$ cat src/rtl/cam_stats_roi.sv
// Per-frame ROI statistics engine: per-channel floor average, max and min of the pixels
// inside a rectangular region, published once every FRAME_DIV frames via a sequential divider.
//   state | meaning
//   IDLE  | waiting for a publish-frame end
//   DIV   | restoring divide of the snapshot sums, one quotient bit per cycle
//   DONE  | results registered, STATS_VALID high for this cycle
module cam_stats_roi #(
  parameter int CH        = 3,
  parameter int PIX_W     = 8,
  parameter int CNT_W     = 20,
  parameter int COORD_W   = 11,
  parameter int FRAME_DIV = 30
) (
  input  logic                  VGA_CLK,
  input  logic                  RST_N,
  input  logic                  V_SYNC,
  input  logic                  PIX_VALID,
  input  logic [COORD_W-1:0]    PIX_X,
  input  logic [COORD_W-1:0]    PIX_Y,
  input  logic [CH*PIX_W-1:0]   PIXEL,
  input  logic [COORD_W-1:0]    ROI_X0,
  input  logic [COORD_W-1:0]    ROI_X1,
  input  logic [COORD_W-1:0]    ROI_Y0,
  input  logic [COORD_W-1:0]    ROI_Y1,
  output logic [CH*PIX_W-1:0]   AVG,
  output logic [CH*PIX_W-1:0]   MAX,
  output logic [CH*PIX_W-1:0]   MIN,
  output logic                  STATS_VALID,
  output logic                  BUSY,
  output logic                  OVERRUN
);
  localparam int ACC_W = PIX_W + CNT_W;
  localparam int FC_W  = (FRAME_DIV > 1) ? $clog2(FRAME_DIV) : 1;
  localparam int BC_W  = (ACC_W > 2) ? $clog2(ACC_W) : 1;

  localparam logic [1:0] S_IDLE = 2'd0;
  localparam logic [1:0] S_DIV  = 2'd1;
  localparam logic [1:0] S_DONE = 2'd2;

  localparam logic [CNT_W-1:0] CNT_MAX = '1;
  localparam logic [FC_W-1:0]  FC_LAST = FC_W'(FRAME_DIV - 1);

  logic                          vs_q, vs_d;
  logic [COORD_W-1:0]            roi_x0_q, roi_x0_d, roi_x1_q, roi_x1_d;
  logic [COORD_W-1:0]            roi_y0_q, roi_y0_d, roi_y1_q, roi_y1_d;
  logic [CH-1:0][ACC_W-1:0]      sum_q, sum_d;
  logic [CH-1:0][PIX_W-1:0]      max_q, max_d, min_q, min_d;
  logic [CNT_W-1:0]              cnt_q, cnt_d;
  logic [FC_W-1:0]               frame_cnt_q, frame_cnt_d;
  logic [1:0]                    state_q, state_d;
  logic [BC_W-1:0]               bit_cnt_q, bit_cnt_d;
  logic [CH-1:0][ACC_W-1:0]      quo_q, quo_d;
  logic [CH-1:0][CNT_W-1:0]      rem_q, rem_d;
  logic [CNT_W-1:0]              den_q, den_d;
  logic [CH-1:0][PIX_W-1:0]      snap_max_q, snap_max_d, snap_min_q, snap_min_d;
  logic [CH*PIX_W-1:0]           avg_q, avg_d, max_out_q, max_out_d, min_out_q, min_out_d;
  logic                          overrun_q, overrun_d;

  logic                          frame_start, frame_end, publish, in_roi, acc_en;
  logic [PIX_W-1:0]              pix_c;
  logic [CNT_W:0]                trial;

  always_comb begin
    vs_d        = V_SYNC;
    frame_start = V_SYNC & ~vs_q;
    frame_end   = ~V_SYNC & vs_q;

    // Bounds are taken straight from the ports on the frame-start edge so that edge's pixel
    // already sees the new region.
    roi_x0_d = frame_start ? ROI_X0 : roi_x0_q;
    roi_x1_d = frame_start ? ROI_X1 : roi_x1_q;
    roi_y0_d = frame_start ? ROI_Y0 : roi_y0_q;
    roi_y1_d = frame_start ? ROI_Y1 : roi_y1_q;

    in_roi = (PIX_X >= roi_x0_d) && (PIX_X <= roi_x1_d) &&
             (PIX_Y >= roi_y0_d) && (PIX_Y <= roi_y1_d);
    acc_en = V_SYNC && PIX_VALID && in_roi && (cnt_q != CNT_MAX);

    sum_d = sum_q;
    max_d = max_q;
    min_d = min_q;
    cnt_d = cnt_q;
    pix_c = '0;
    if (frame_end) begin
      sum_d = '0;
      max_d = '0;
      min_d = '1;
      cnt_d = '0;
    end else if (acc_en) begin
      for (int c = 0; c < CH; c++) begin
        pix_c    = PIXEL[c*PIX_W +: PIX_W];
        sum_d[c] = sum_q[c] + ACC_W'(pix_c);
        if (pix_c > max_q[c]) max_d[c] = pix_c;
        if (pix_c < min_q[c]) min_d[c] = pix_c;
      end
      cnt_d = cnt_q + CNT_W'(1);
    end

    publish     = frame_end && (frame_cnt_q == FC_LAST);
    frame_cnt_d = frame_cnt_q;
    if (frame_end) frame_cnt_d = publish ? '0 : frame_cnt_q + FC_W'(1);
    overrun_d = overrun_q | (publish & (state_q != S_IDLE));

    state_d    = state_q;
    bit_cnt_d  = bit_cnt_q;
    quo_d      = quo_q;
    rem_d      = rem_q;
    den_d      = den_q;
    snap_max_d = snap_max_q;
    snap_min_d = snap_min_q;
    avg_d      = avg_q;
    max_out_d  = max_out_q;
    min_out_d  = min_out_q;
    trial      = '0;
    case (state_q)
      S_IDLE: begin
        if (publish) begin
          state_d    = S_DIV;
          bit_cnt_d  = BC_W'(ACC_W - 1);
          quo_d      = sum_q;
          rem_d      = '0;
          den_d      = cnt_q;
          snap_max_d = max_q;
          snap_min_d = min_q;
        end
      end
      S_DIV: begin
        for (int c = 0; c < CH; c++) begin
          trial = {rem_q[c], quo_q[c][ACC_W-1]};
          if (trial >= {1'b0, den_q}) begin
            rem_d[c] = CNT_W'(trial - {1'b0, den_q});
            quo_d[c] = {quo_q[c][ACC_W-2:0], 1'b1};
          end else begin
            rem_d[c] = trial[CNT_W-1:0];
            quo_d[c] = {quo_q[c][ACC_W-2:0], 1'b0};
          end
        end
        bit_cnt_d = bit_cnt_q - BC_W'(1);
        if (bit_cnt_q == '0) begin
          state_d = S_DONE;
          // An empty region divides by zero; report all-zero statistics instead.
          for (int c = 0; c < CH; c++) begin
            avg_d[c*PIX_W +: PIX_W]     = (den_q == '0) ? '0 : quo_d[c][PIX_W-1:0];
            max_out_d[c*PIX_W +: PIX_W] = (den_q == '0) ? '0 : snap_max_q[c];
            min_out_d[c*PIX_W +: PIX_W] = (den_q == '0) ? '0 : snap_min_q[c];
          end
        end
      end
      S_DONE:  state_d = S_IDLE;
      default: state_d = S_IDLE;
    endcase
  end

  always_ff @(posedge VGA_CLK or negedge RST_N) begin
    if (!RST_N) begin
      vs_q        <= 1'b0;
      roi_x0_q    <= '0;
      roi_x1_q    <= '0;
      roi_y0_q    <= '0;
      roi_y1_q    <= '0;
      sum_q       <= '0;
      max_q       <= '0;
      min_q       <= '1;
      cnt_q       <= '0;
      frame_cnt_q <= '0;
      state_q     <= S_IDLE;
      bit_cnt_q   <= '0;
      quo_q       <= '0;
      rem_q       <= '0;
      den_q       <= '0;
      snap_max_q  <= '0;
      snap_min_q  <= '0;
      avg_q       <= '0;
      max_out_q   <= '0;
      min_out_q   <= '0;
      overrun_q   <= 1'b0;
    end else begin
      vs_q        <= vs_d;
      roi_x0_q    <= roi_x0_d;
      roi_x1_q    <= roi_x1_d;
      roi_y0_q    <= roi_y0_d;
      roi_y1_q    <= roi_y1_d;
      sum_q       <= sum_d;
      max_q       <= max_d;
      min_q       <= min_d;
      cnt_q       <= cnt_d;
      frame_cnt_q <= frame_cnt_d;
      state_q     <= state_d;
      bit_cnt_q   <= bit_cnt_d;
      quo_q       <= quo_d;
      rem_q       <= rem_d;
      den_q       <= den_d;
      snap_max_q  <= snap_max_d;
      snap_min_q  <= snap_min_d;
      avg_q       <= avg_d;
      max_out_q   <= max_out_d;
      min_out_q   <= min_out_d;
      overrun_q   <= overrun_d;
    end
  end

  assign AVG         = avg_q;
  assign MAX         = max_out_q;
  assign MIN         = min_out_q;
  assign STATS_VALID = (state_q == S_DONE);
  assign BUSY        = (state_q != S_IDLE);
  assign OVERRUN     = overrun_q;
endmodule

$ cat config.mk
export PLATFORM = sky130hd
export DESIGN_NAME = cam_stats_roi
export DESIGN_NICKNAME = d
export VERILOG_FILES = /design/src/rtl/cam_stats_roi.sv
export SDC_FILE = /design/constraint.sdc
export NUM_CORES = 1
export LEC_CHECK = 0
export CAP_MARGIN = 0
export CORE_MARGIN = 3
export CORE_UTILIZATION = 65
export CTS_BUF_LIST = sky130_fd_sc_hd__clkbuf_16
export DETAILED_ROUTE_END_ITERATION = 8
export GPL_TIMING_DRIVEN = 0
export PLACE_DENSITY_LB_ADDON = 0.1
export SYNTH_ARGS = -nofsm -noshare
export SYNTH_HDL_FRONTEND = slang
export SYNTH_SLANG_ARGS = --single-unit
export TNS_END_PERCENT = 20
$ cat constraint.sdc
create_clock -name VGA_CLK -period 11.32 [get_ports VGA_CLK]
set_input_delay 2.264 -clock VGA_CLK [delete_from_list [all_inputs] [get_ports VGA_CLK]]
set_output_delay 2.264 -clock VGA_CLK [all_outputs]
set_load 0.005 [all_outputs]
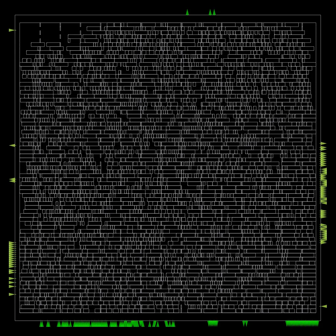
Fig. 1. Placed standard cells.
seq_cells: 494
CORE AREA: 0.0403 mm2
sequential fraction of total cell area: 40.0%
Fill cells: 2727

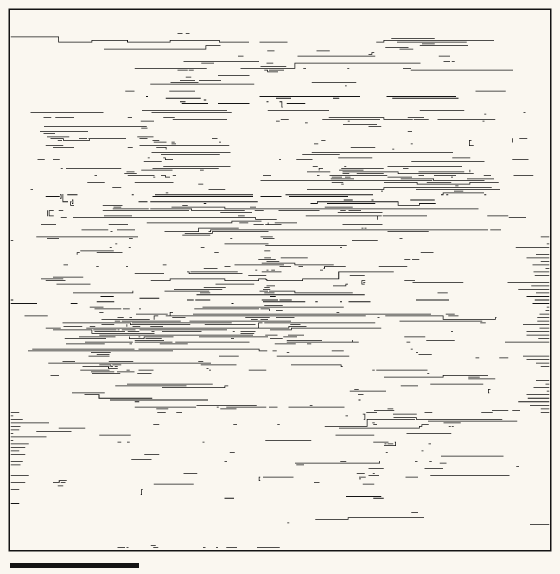
Fig. 2. M3 wires.
Bar = 50 um.
The layer carries 7000 um of wire. 410 nets have wire on it. The layer holds 8.8% of the routed length. The longest straight run is 107 um.
total detailed-routing wirelength: 79300 um
global-route track usage on met3: 6.43%
via count: 23500

==> Implementation_results.wiki <==
== Flow metrics ==
{| class="wikitable"
! Metric !! Value
|-
| Outcome || complete, no violations
|-
| Most used cells in the layout excluding fill and tap cells || 470 x sky130_fd_sc_hd__dfrtp_1, 385 x sky130_fd_sc_hd__nand2_1, 207 x sky130_fd_sc_hd__nor2_1
|-
| Number of cells upsized or downsized after cts || 0
|-
| Multiplexer share of the synthesized area || 4.67%
|-
| Clock tree from TritonCTS || yes
|-
| Switch share || 31.8%
|-
| Share of the cycle needed by the critical path after routing || 61.9%
|-
| Layout cells sized above 1 || 5.74%
|-
| Signal buffers || 326
|-
| Detail-routed via count per cell || 6.47
|-
| Vias in the first global route || 23200
|-
| OpenROAD warnings || 37
|-
| Setup skew after layout || 0.0195 ns
|-
| Setup slack of the most critical reg-to-reg path || 6.12 ns
|-
| Simple-Gate Area Share || 16.4%
|-
| Post-synthesis instance area || 0.0269 mm2
|-
| Min setup slack post-route || 4.31 ns
|-
| Total gr overflow || 0
|-
| Setup-violating endpoint count in the final report || 0
|-
| Internal power contribution || 3.41 mW
|-
| Total number of yosys warnings || 0
|-
| Cell type with the largest total area after synthesis || sky130_fd_sc_hd__dfrtp_1
|-
| Total of flip-flops plus latches after synthesis || 494
|-
| Pre-CTS worst setup slack || 3.92 ns
|-
| Instance area after placement || 0.0293 mm2
|-
| Distinct lib cells used || 74
|-
| Summed standard-cell area reported by yosys || 0.0269 mm2
|-
| H-tree lvl count || 2
|-
| Sequential cell power || 2.14 mW
|-
| Combinational Area || 0.0133 mm2
|-
| Total cells reported by yosys after synthesis || 2840
|-
| Overall power after layout || 5.01 mW
|-
| Number of max-capacitance violations reported || 0
|-
| Endpoint type of the worst setup path || flip-flop
|-
| Routed length per placed instance || 21.9 um
|-
| Cell class ranked first by area || combinational gates
|-
| Clock tree buffer depth || 3
|-
| Die Y || 209 um
|-
| Design Area, Final || 0.0310 mm2
|-
| Post-Route M1 WL || 32500 um
|-
| Hpwl dp || 57700 um
|-
| Worst R2R End || min_q[1]
|-
| Main logic family || AND-OR/OR-AND gates
|-
| Slew @ Worst Pin || 1.26 ns
|-
| Launching element of the worst setup path || V_SYNC
|-
| Synth Net Count || 3118
|-
| Portion of the layout cell area used by non-clock buffers || 7.81%
|-
| Post-route worst hold slack || 0.463 ns
|-
| Routed wire length on met3 || 7000 um
|-
| Time the final worst path needs with I/O delays and setup || 7.01 ns
|-
| Largest incremental delay on the critical path || 0.74 ns
|-
| Critical path cell sequence || clkdlybuf4s50_1, nand2b_1, clkbuf_1, clkbuf_1, mux2_2, ha_1, nand2b_1, a21o_1, a21oi_1, o21ai_0, a21oi_1, o21ai_1, clkbuf_1, nand4_1, buf_4, a31oi_1
|-
| Nets || 3344
|-
| Top layer reached by signal wires || met4
|-
| Cell type with the highest occurrence count on the critical path || sky130_fd_sc_hd__clkbuf_1
|-
| Final Instance Count excl. Fillers || 3630
|-
| MI comb cells || 2043
|}
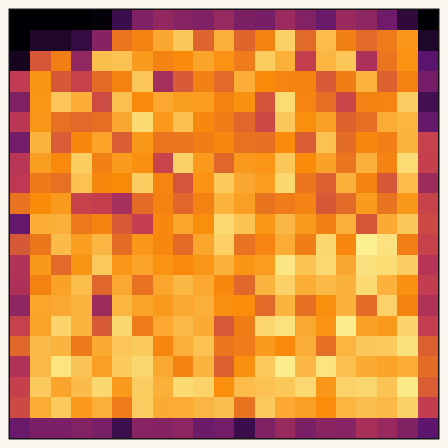
Fig. 3. Cell density map.
21 x 21 tiles, from black (low) to pale yellow (high), 0 to 100% covered.
50% of the tiles are over 75% full. The emptiest ninth of the die: upper left. The fullest tile reaches 97%. 1.6% of the tiles are nearly empty. The mean over all tiles is 69%.
initial standard-cell utilization of the core: 66.7%
post-route core utilization: 76.8%

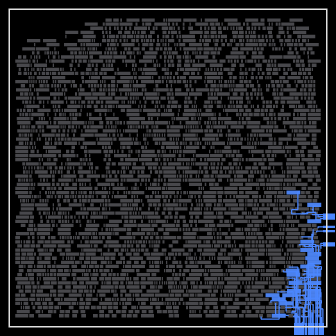
Fig. 4. Wires at chosen ports, followed through buffers.
Key: blue = `MAX` [direction output, edge 17 bottom, 7 right, end cells 24, buffers 24, wire 904 um]
count of pins on the block boundary: 169
count of input and output buffers: 168

Power figures rest on the tool's default switching activity, not on a simulated workload.
